Fig. 1: cell placement
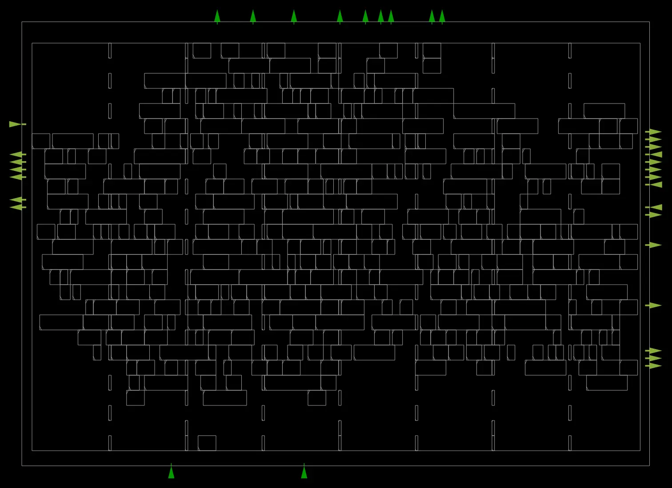
Fig. 2: pin placement
Pins as bars across the die edge, other pins in grey.
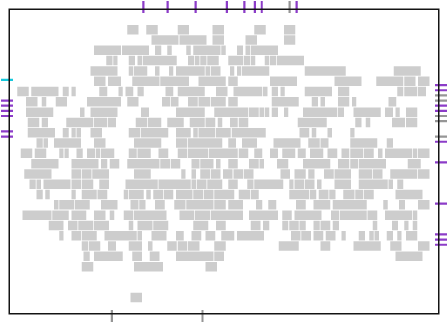
Fig. 3: nets reached from selected ports
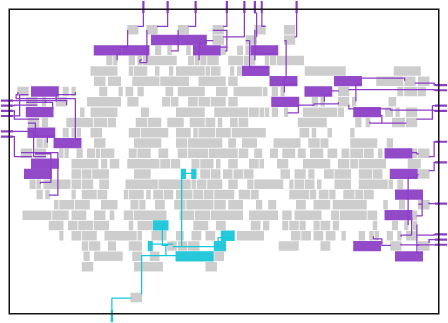
===== src/rtl/fastclk_period_meter.sv =====
// Purpose: measures the interval, in i_clk cycles, between successive single-cycle event strobes.
// Latency: o_valid rises one cycle after the capturing i_event; o_data/o_sat held while o_valid=1.
// Backpressure: none upstream; a capture while a sample is unread overwrites it and sets o_overrun.
//
// Ports:
//   i_clk, i_rst      rising-edge clock, synchronous active-high reset
//   i_en              measurement enable; low returns to IDLE (pending sample kept)
//   i_event           single-cycle event strobe
//   o_data, o_sat     captured period and saturation flag (period >= 2^NBITS-1)
//   o_valid, i_ready  valid/ready output handshake
//   o_overrun         sticky overwrite flag, cleared by i_clr_overrun (set wins)
//   o_tstamp          only with FASTCLK_PERIOD_METER_TIMESTAMP_EN: free-running cycle count
//                     sampled on each capturing event
//
// The period counter is split into stages of at most NBITS_STAGE bits. Each stage keeps a
// registered "at all-ones" flag, so a stage only needs the AND of the lower flags to know it
// must increment; no ripple carry crosses a stage boundary.
module fastclk_period_meter #(
    parameter int NBITS       = 24,
    parameter int NBITS_STAGE = 9
) (
    input  logic             i_clk,
    input  logic             i_rst,
    input  logic             i_en,
    input  logic             i_event,
    output logic [NBITS-1:0] o_data,
    output logic             o_sat,
    output logic             o_valid,
    input  logic             i_ready,
    output logic             o_overrun,
`ifdef FASTCLK_PERIOD_METER_TIMESTAMP_EN
    output logic [NBITS-1:0] o_tstamp,
`endif
    input  logic             i_clr_overrun
);

    localparam int NSTAGES = (NBITS + NBITS_STAGE - 1) / NBITS_STAGE;

    typedef enum logic [1:0] {
        S_IDLE    = 2'd0,
        S_ARMING  = 2'd1,
        S_MEASURE = 2'd2
    } state_t;

    state_t             state;
    logic [NBITS-1:0]   cnt;
    logic [NSTAGES-1:0] stage_max;
    logic               cnt_sat;
    logic               cnt_clr;
    logic               cnt_load1;
    logic               cnt_inc;
    logic               capture;

    // The counter reads 2^NBITS-1 exactly when every stage is all-ones.
    assign cnt_sat = &stage_max;

    // A disabled meter does not capture, even if an event arrives in MEASURE.
    assign capture = i_en && i_event && (state == S_MEASURE);

    always_comb begin
        cnt_clr   = 1'b0;
        cnt_load1 = 1'b0;
        cnt_inc   = 1'b0;
        if (!i_en || state == S_IDLE) begin
            cnt_clr = 1'b1;
        end else if (i_event) begin
            // Arming event or capture: the new period starts counting at 1.
            cnt_load1 = 1'b1;
        end else if (state == S_MEASURE && !cnt_sat) begin
            cnt_inc = 1'b1;
        end
    end

    for (genvar s = 0; s < NSTAGES; s++) begin : g_stage
        localparam int LO = s * NBITS_STAGE;
        localparam int W  = ((NBITS - LO) < NBITS_STAGE) ? (NBITS - LO) : NBITS_STAGE;
        localparam logic [W-1:0] ONES = {W{1'b1}};

        logic [W-1:0] val;
        logic         at_max;
        logic         cin;

        if (s == 0) begin : g_c0
            assign cin = cnt_inc;
        end else begin : g_cn
            assign cin = cnt_inc & (&stage_max[s-1:0]);
        end

        always_ff @(posedge i_clk) begin
            if (i_rst || cnt_clr) begin
                val    <= '0;
                at_max <= 1'b0;
            end else if (cnt_load1) begin
                val    <= (s == 0) ? W'(1) : '0;
                at_max <= (s == 0) && (W == 1);
            end else if (cin) begin
                // Wraps to zero from all-ones; the next stage sees the same carry this cycle.
                val    <= val + W'(1);
                at_max <= (val == ONES - W'(1));
            end
        end

        assign cnt[LO +: W]  = val;
        assign stage_max[s]  = at_max;
    end

    always_ff @(posedge i_clk) begin
        if (i_rst) begin
            state     <= S_IDLE;
            o_data    <= '0;
            o_sat     <= 1'b0;
            o_valid   <= 1'b0;
            o_overrun <= 1'b0;
        end else begin
            case (state)
                S_IDLE: begin
                    if (i_en) state <= S_ARMING;
                end
                S_ARMING: begin
                    if (!i_en)        state <= S_IDLE;
                    else if (i_event) state <= S_MEASURE;
                end
                S_MEASURE: begin
                    if (!i_en) state <= S_IDLE;
                end
                default: state <= S_IDLE;
            endcase

            if (capture) begin
                o_data  <= cnt;
                o_sat   <= cnt_sat;
                o_valid <= 1'b1;
            end else if (o_valid && i_ready) begin
                o_valid <= 1'b0;
            end

            // A capture that lands on an unaccepted sample wins over a clear request.
            if (capture && o_valid && !i_ready) begin
                o_overrun <= 1'b1;
            end else if (i_clr_overrun) begin
                o_overrun <= 1'b0;
            end
        end
    end

`ifdef FASTCLK_PERIOD_METER_TIMESTAMP_EN
    logic [NBITS-1:0] ts;

    always_ff @(posedge i_clk) begin
        if (i_rst) begin
            ts       <= '0;
            o_tstamp <= '0;
        end else begin
            ts <= ts + 1'b1;
            if (capture) o_tstamp <= ts;
        end
    end
`endif

endmodule


===== config.mk =====
export PLATFORM = sky130hd
export DESIGN_NAME = fastclk_period_meter
export DESIGN_NICKNAME = d
export VERILOG_FILES = /design/src/rtl/fastclk_period_meter.sv
export SDC_FILE = /design/constraint.sdc
export NUM_CORES = 1
export LEC_CHECK = 0
export CAP_MARGIN = 20
export CORE_ASPECT_RATIO = 0.7
export CORE_MARGIN = 1.5
export CORE_UTILIZATION = 30
export DETAILED_ROUTE_END_ITERATION = 7
export SLEW_MARGIN = 0
export SYNTH_ARGS = -nofsm -noshare
export SYNTH_HDL_FRONTEND = slang
export SYNTH_SLANG_ARGS = --single-unit

===== constraint.sdc =====
create_clock -name i_clk -period 1.3 [get_ports i_clk]
set_input_delay 0.26 -clock i_clk [delete_from_list [all_inputs] [get_ports i_clk]]
set_output_delay 0.26 -clock i_clk [all_outputs]
set_load 0.01 [all_outputs]

==> results.ini <==
[sta]
hold_viol=0
post-route-period-util=1.12
worst_slack_ns=-0.158
fmax_mhz=686
setup_viol=20

[routing]
drc=0
dr_wl_met3_um=291

[finish]
clock_area_frac=0.0426
clockBufferCount=6

[run_status]
violations=negative setup slack
status=finished with violations

[yosys]
synth_nets=311
syn_inst=299
topCellsByArea=dfxtp_1 (44%), nand2_1 (8.3%), a21oi_1 (7.9%)
synth-xor-area-share=0

[power_and_ir_drop]
power_clock_mw=1.54

[global_route]
grt_start_max_net_pins=28
use_met3=0.0418
gr-usage-all-layers=0.159

[min_path]
hold_end=o_data[16]

[cts]
cts_setup_buffers=10
cts_buffers=5

About Fig. 1:
Non-Filler Instances: 482
Fillers: 794
# rows: 27
Seq area share: 0.299

About Fig. 2:
Key: cyan = `i_clk` [pins 1, direction input, edge left]; purple = `o_data` [pins 24, direction output, edge 10 right, 8 top, 6 left]
All pins by edge: 15 right, 9 top, 7 left, 2 bottom.
Port Buf Inserts: 32
Die W: 113 µm
DIE HEIGHT: 80.0 µm

About Fig. 3:
Key: cyan = `i_event` [bits 1, direction input, end cells 7, buffers 2, wire 86.5 µm]; purple = `o_data` [bits 24, direction output, end cells 24, buffers 24, wire 509 µm]
IO Count: 33

